`src/rtl/fetch_ctrl_if.sv`:
```
// rtl/fetch_ctrl_if.sv - fetch controller loader, memory-port and decode-side signal bundle
interface fetch_ctrl_if #(
    parameter int ADDR_W = 8
);
    logic              start;
    logic              load_valid;
    logic [15:0]       load_data;
    logic              load_last;
    logic              load_ready;
    logic              stall;
    logic              redirect;
    logic [15:0]       redirect_pc;
    logic [15:0]       mem_rdata;
    logic              mem_we;
    logic [ADDR_W-1:0] mem_addr;
    logic [15:0]       mem_wdata;
    logic [15:0]       pc;
    logic [15:0]       inst;
    logic              inst_valid;
    logic              halted;
    logic [15:0]       issue_cnt;
    logic [1:0]        state;

    modport master (
        input  start, load_valid, load_data, load_last, stall, redirect, redirect_pc, mem_rdata,
        output load_ready, mem_we, mem_addr, mem_wdata, pc, inst, inst_valid, halted, issue_cnt, state
    );

    modport slave (
        output start, load_valid, load_data, load_last, stall, redirect, redirect_pc, mem_rdata,
        input  load_ready, mem_we, mem_addr, mem_wdata, pc, inst, inst_valid, halted, issue_cnt, state
    );
endinterface

```
`src/rtl/fetch_ctrl.sv`:
```
// rtl/fetch_ctrl.sv - instruction-fetch sequencer sharing one memory port between loader and PC fetch
module fetch_ctrl #(
    parameter int          ADDR_W    = 8,
    parameter logic [15:0] HALT_INST = 16'hFFFF
) (
    input  logic          clk,
    input  logic          rst,
    fetch_ctrl_if.master  bus
);
    typedef enum logic [1:0] {
        IDLE = 2'd0,
        LOAD = 2'd1,
        RUN  = 2'd2,
        HALT = 2'd3
    } state_t;

    localparam logic [ADDR_W-1:0] PTR_ONE = 1;

    state_t            state_q;
    logic [15:0]       pc_q;
    logic [ADDR_W-1:0] ptr_q;
    logic [15:0]       issue_q;
    logic              halted_q;

    logic in_load;
    logic in_run;
    logic xfer;
    logic issue;
    logic halt_hit;

    assign in_load  = (state_q == LOAD);
    assign in_run   = (state_q == RUN);
    assign xfer     = in_load && bus.load_valid;
    assign issue    = in_run && !bus.stall;
    // A redirect in the same cycle as the halt word overrides the halt.
    assign halt_hit = issue && (bus.mem_rdata == HALT_INST) && !bus.redirect;

    assign bus.load_ready = in_load;
    assign bus.mem_we     = xfer;
    assign bus.mem_addr   = in_load ? ptr_q : pc_q[ADDR_W-1:0];
    assign bus.mem_wdata  = xfer ? bus.load_data : 16'h0000;
    assign bus.inst       = in_run ? bus.mem_rdata : 16'h0000;
    assign bus.inst_valid = issue;
    assign bus.pc         = pc_q;
    assign bus.issue_cnt  = issue_q;
    assign bus.halted     = halted_q;
    assign bus.state      = state_q;

    always_ff @(posedge clk or posedge rst) begin
        if (rst) begin
            state_q  <= IDLE;
            pc_q     <= 16'h0000;
            ptr_q    <= '0;
            issue_q  <= 16'h0000;
            halted_q <= 1'b0;
        end else begin
            case (state_q)
                IDLE, HALT: begin
                    if (bus.load_valid) begin
                        state_q  <= LOAD;
                        ptr_q    <= '0;
                        halted_q <= 1'b0;
                    end else if (bus.start) begin
                        state_q  <= RUN;
                        pc_q     <= 16'h0000;
                        issue_q  <= 16'h0000;
                        halted_q <= 1'b0;
                    end
                end
                LOAD: begin
                    if (xfer) begin
                        if (bus.load_last) begin
                            state_q <= IDLE;
                            ptr_q   <= '0;
                        end else begin
                            ptr_q <= ptr_q + PTR_ONE;
                        end
                    end
                end
                RUN: begin
                    if (issue && issue_q != 16'hFFFF) begin
                        issue_q <= issue_q + 16'd1;
                    end
                    if (bus.redirect) begin
                        pc_q <= bus.redirect_pc;
                    end else if (halt_hit) begin
                        state_q  <= HALT;
                        halted_q <= 1'b1;
                    end else if (!bus.stall) begin
                        pc_q <= pc_q + 16'd1;
                    end
                end
                default: state_q <= IDLE;
            endcase
        end
    end
endmodule

```
`src/flat_wrapper.sv`:
```
// flat-port wrapper written by rule: the top's interface ports become plain ports
module fetch_ctrl_flat 
#(
    parameter int          ADDR_W    = 8,
    parameter logic [15:0] HALT_INST = 16'hFFFF
)
  (clk, rst, bus_start, bus_load_valid, bus_load_data, bus_load_last, bus_stall, bus_redirect, bus_redirect_pc, bus_mem_rdata, bus_load_ready, bus_mem_we, bus_mem_addr, bus_mem_wdata, bus_pc, bus_inst, bus_inst_valid, bus_halted, bus_issue_cnt, bus_state);
  fetch_ctrl_if #(.ADDR_W(ADDR_W)) bus_i ();
  input  logic clk;
  input  logic rst;
  input wire logic [$bits(bus_i.start)-1:0] bus_start;
  input wire logic [$bits(bus_i.load_valid)-1:0] bus_load_valid;
  input wire logic [$bits(bus_i.load_data)-1:0] bus_load_data;
  input wire logic [$bits(bus_i.load_last)-1:0] bus_load_last;
  input wire logic [$bits(bus_i.stall)-1:0] bus_stall;
  input wire logic [$bits(bus_i.redirect)-1:0] bus_redirect;
  input wire logic [$bits(bus_i.redirect_pc)-1:0] bus_redirect_pc;
  input wire logic [$bits(bus_i.mem_rdata)-1:0] bus_mem_rdata;
  output wire logic [$bits(bus_i.load_ready)-1:0] bus_load_ready;
  output wire logic [$bits(bus_i.mem_we)-1:0] bus_mem_we;
  output wire logic [$bits(bus_i.mem_addr)-1:0] bus_mem_addr;
  output wire logic [$bits(bus_i.mem_wdata)-1:0] bus_mem_wdata;
  output wire logic [$bits(bus_i.pc)-1:0] bus_pc;
  output wire logic [$bits(bus_i.inst)-1:0] bus_inst;
  output wire logic [$bits(bus_i.inst_valid)-1:0] bus_inst_valid;
  output wire logic [$bits(bus_i.halted)-1:0] bus_halted;
  output wire logic [$bits(bus_i.issue_cnt)-1:0] bus_issue_cnt;
  output wire logic [$bits(bus_i.state)-1:0] bus_state;
  assign bus_i.start = bus_start;
  assign bus_i.load_valid = bus_load_valid;
  assign bus_i.load_data = bus_load_data;
  assign bus_i.load_last = bus_load_last;
  assign bus_i.stall = bus_stall;
  assign bus_i.redirect = bus_redirect;
  assign bus_i.redirect_pc = bus_redirect_pc;
  assign bus_i.mem_rdata = bus_mem_rdata;
  assign bus_load_ready = bus_i.load_ready;
  assign bus_mem_we = bus_i.mem_we;
  assign bus_mem_addr = bus_i.mem_addr;
  assign bus_mem_wdata = bus_i.mem_wdata;
  assign bus_pc = bus_i.pc;
  assign bus_inst = bus_i.inst;
  assign bus_inst_valid = bus_i.inst_valid;
  assign bus_halted = bus_i.halted;
  assign bus_issue_cnt = bus_i.issue_cnt;
  assign bus_state = bus_i.state;
  fetch_ctrl #(.ADDR_W(ADDR_W), .HALT_INST(HALT_INST)) u_core (.clk(clk), .rst(rst), .bus(bus_i));
endmodule
```
`config.mk`:
```
export PLATFORM = sky130hd
export DESIGN_NAME = fetch_ctrl_flat
export DESIGN_NICKNAME = d
export VERILOG_FILES = /design/src/rtl/fetch_ctrl_if.sv /design/src/rtl/fetch_ctrl.sv /design/src/flat_wrapper.sv
export SDC_FILE = /design/constraint.sdc
export NUM_CORES = 1
export LEC_CHECK = 0
export ABC_CLOCK_PERIOD_IN_PS = 2590
export CORE_MARGIN = 10
export CORE_UTILIZATION = 40
export DETAILED_ROUTE_END_ITERATION = 8
export HOLD_SLACK_MARGIN = 0.15
export PLACE_DENSITY_LB_ADDON = 0.3
export SLEW_MARGIN = 15
export SYNTH_ARGS = -nofsm -noshare
export SYNTH_HDL_FRONTEND = slang
export SYNTH_SLANG_ARGS = --single-unit
```
`constraint.sdc`:
```
create_clock -name clk -period 2.59 [get_ports clk]
set_clock_uncertainty 0.15 [all_clocks]
set_input_delay 0.259 -clock clk [delete_from_list [all_inputs] [get_ports clk]]
set_output_delay 0.259 -clock clk [all_outputs]
set_load 0.005 [all_outputs]
```
run_1/congestion.png
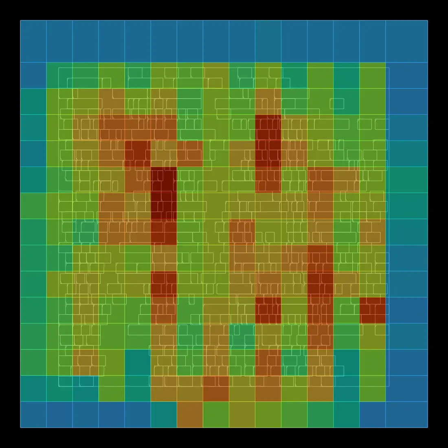
GR Layer Usage met2: 0.292
Core Util, Final: 0.633
GRT Overall Usage: 0.177
grt peak-use layer: met2

run_1/io_fan.png
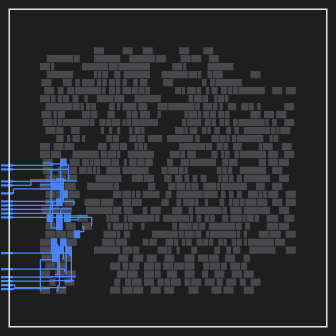
blue -> `bus_inst`  # bits 16, direction output, edge left, end cells 16, buffers 16, wire 475 um

run_1/cell_density.png
11 x 11 tiles, from white (low) to dark blue (high), 0 to 100% covered.
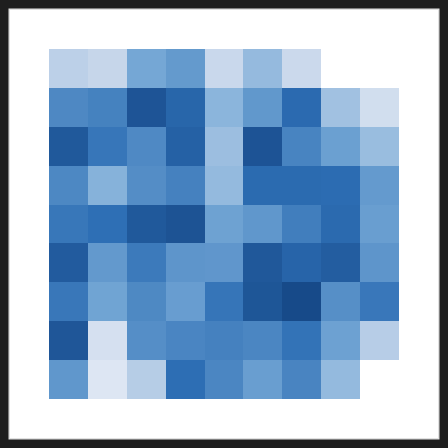
mean over tiles = 39%
fullest tile = 90%
tiles over 75% full = 17%
densest ninth of the die = middle
nearly empty tiles = 36%
FP Core Util: 0.418
core area: 7370 um^2

run_1/placement_by_type.png
Scale bar: 20 um. Fill, decap, tap and diode cells in grey.
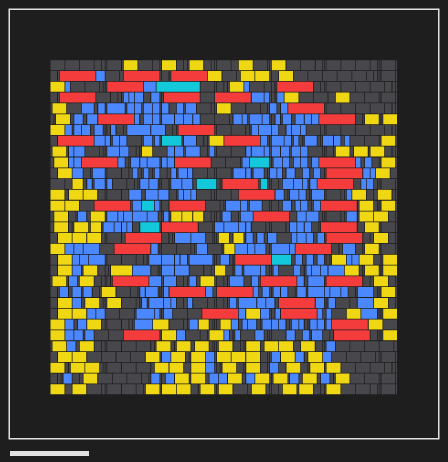
yellow -> remaining buffers and delay cells  # cells 146
red -> sequential cells  # cells 43
blue -> combinational and other logic  # cells 312
cyan -> clock drivers and dummy loads  # cells 8

==> impl_metrics.json, run 1 <==
{
  "yosys_most_used_dff": "dfrtp_1",
  "yosysWarnings": 0,
  "grt-ovfl-total": 0,
  "vias_per_cell": 5.63,
  "peakVddDrop_mv": 0.534,
  "layout-drive-gt1-share": 0.0766,
  "wl_met2_um": 5050,
  "cts_num_sinks": 43,
  "rrSetupSlack_ps": 210,
  "nWellTaps": 99,
  "clockBufferDepth": 2,
  "ys_seq_elements": 43,
  "dp_slack_ps": 111,
  "nonClkBufAreaFrac": 0.308,
  "dpl_cell_area_um2": 4540,
  "grt_pass1_wl_um": 17300,
  "clock_area_frac": 0.0241,
  "grt_pass1_vias": 3396,
  "logic_gate_count": 300,
  "nets": 569,
  "status": "complete, no violations",
  "ant_nets": 0,
  "startpoint": "u_core.bus.state[1]$_DFFE_PP0P_",
  "edf_count": 0,
  "clk_latency_ps": 300,
  "finalClockPeriodUsage": 0.950,
  "avgSynthCellArea_um2": 8.19,
  "power.leakage_uw": 0.00189,
  "dr_wl_met3_um": 932,
  "final_cell_mix": "132 x clkdlybuf4s50_1, 43 x dfrtp_1, 37 x o21ai_0",
  "common_cells": "43 x dfrtp_1, 37 x o21ai_0, 35 x nand2_1, 25 x and3_1",
  "area_delta_synth_final_pct": 51.5,
  "syn_area_um2": 3080,
  "final_cells": 608,
  "diodes": 0,
  "whs_ps": 230,
  "sequential_cell_total": 43,
  "yosys.area.top_type": "dfrtp_1",
  "wl_per_cell_um": 17.3,
  "portBuffers": 132,
  "sh_seq_area": 0.231,
  "warnings": 28,
  "yosys.stat.seqShare": 0.350,
  "drt-met1-wl_um": 4500,
  "crit_fanout": 31,
  "final_common_cell": "clkdlybuf4s50_1",
  "worst-path-buf-inv": 3,
  "cts-resized-gates": 0,
  "endpoint": "bus_mem_addr[2]",
  "fp_nets": 437,
  "ys_sh_mux": 0.0358,
  "top_area_cell_class": "combinational gates",
  "drtIter0Drc": 116
}
run_1/layer_met1.png
Supply wires on this layer in grey.
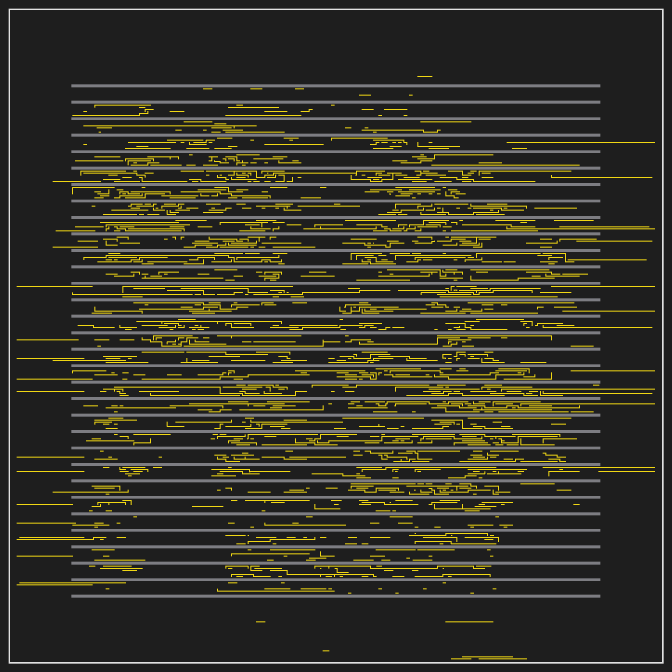

==> run 2: changes to the inputs <==
- PLACE_DENSITY_LB_ADDON: 0.3 -> 0.2
run_2/layer_met1.png
Supply wires on this layer in grey.
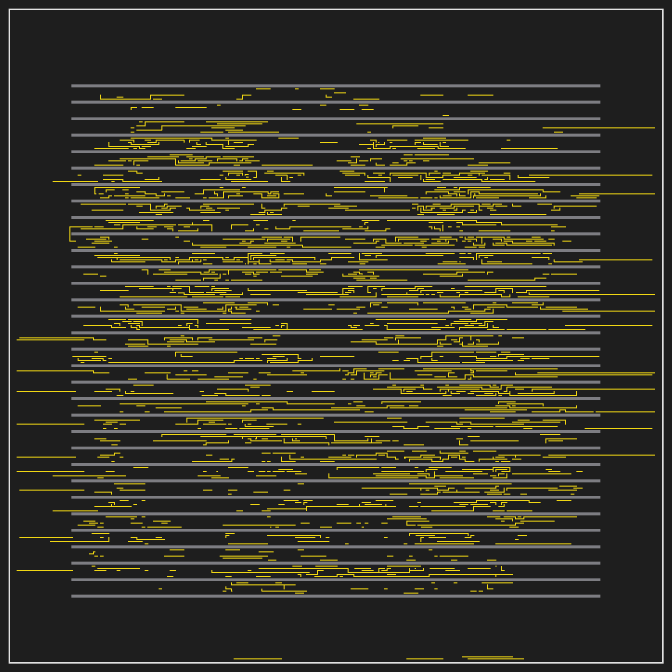
main direction = horizontal
wire length on this layer = 4,420 um
longest straight run = 22.5 um
nets with wire on the layer = 501
share of all routed wire = 42%

run_2/placement_by_type.png
Scale bar: 20 um. Fill, decap, tap and diode cells in grey.
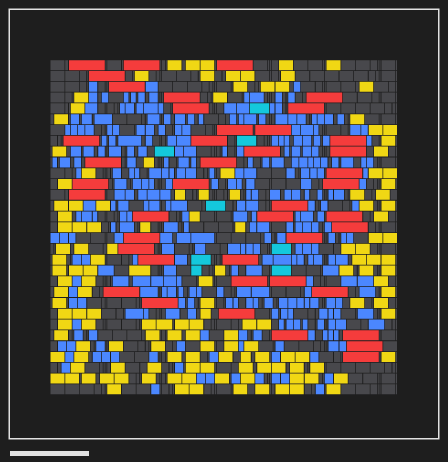
cyan -> clock drivers and dummy loads  # cells 8
yellow -> remaining buffers and delay cells  # cells 145
red -> sequential cells  # cells 43
blue -> combinational and other logic  # cells 312
design area: 4650 um^2
number of placement rows: 31
sequential fraction of total cell area: 0.231
Core Util, Final: 0.631

==> run 2 against run 1 <==
Flip-flop count unchanged. Clock power decreased by about 10%. Routed wire length increased by 0.73%. Combinational power about the same. Cell count decreased by 0.16%. Maximum frequency increased by 1.5%. Area after synthesis unchanged. Sequential power about the same. Largest power group unchanged.
==> impl_metrics.json, run 2 <==
{
  "common_cells": "43 x dfrtp_1, 37 x o21ai_0, 35 x nand2_1, 25 x and3_1",
  "nWellTaps": 99,
  "drt-met1-wl_um": 4420,
  "yosys.stat.seqShare": 0.350,
  "yosysWarnings": 0,
  "grt-ovfl-total": 0,
  "yosys_most_used_dff": "dfrtp_1",
  "fp_util": 0.418,
  "nonClkBufAreaFrac": 0.308,
  "sequential_cell_total": 43,
  "final_common_cell": "clkdlybuf4s50_1",
  "grt_pass1_vias": 3341,
  "status": "complete, no violations",
  "rrSetupSlack_ps": 250,
  "power.leakage_uw": 0.00188,
  "grt_pass1_wl_um": 17400,
  "core-area_um2": 7370,
  "dp_slack_ps": 128,
  "endpoint": "bus_mem_addr[1]",
  "wl_per_cell_um": 17.4,
  "area_delta_synth_final_pct": 51.0,
  "clk_latency_ps": 300,
  "peakVddDrop_mv": 0.375,
  "clockBufferDepth": 2,
  "cts_num_sinks": 43,
  "avgSynthCellArea_um2": 8.19,
  "startpoint": "u_core.bus.state[1]$_DFFE_PP0P_",
  "grt.met2_usage": 0.299,
  "fp_nets": 437,
  "ys_sh_mux": 0.0358,
  "drtIter0Drc": 138,
  "warnings": 28,
  "yosys.area.top_type": "dfrtp_1",
  "dpl_cell_area_um2": 4530,
  "portBuffers": 132,
  "logic_gate_count": 300,
  "layout-drive-gt1-share": 0.0748,
  "final_cells": 607,
  "whs_ps": 236,
  "edf_count": 0,
  "clock_area_frac": 0.0223,
  "ys_seq_elements": 43,
  "wl_met2_um": 5270,
  "nets": 568,
  "top_usage_layer": "met2",
  "worst-path-buf-inv": 3
}
Power figures rest on the tool's default switching activity, not on a simulated workload.
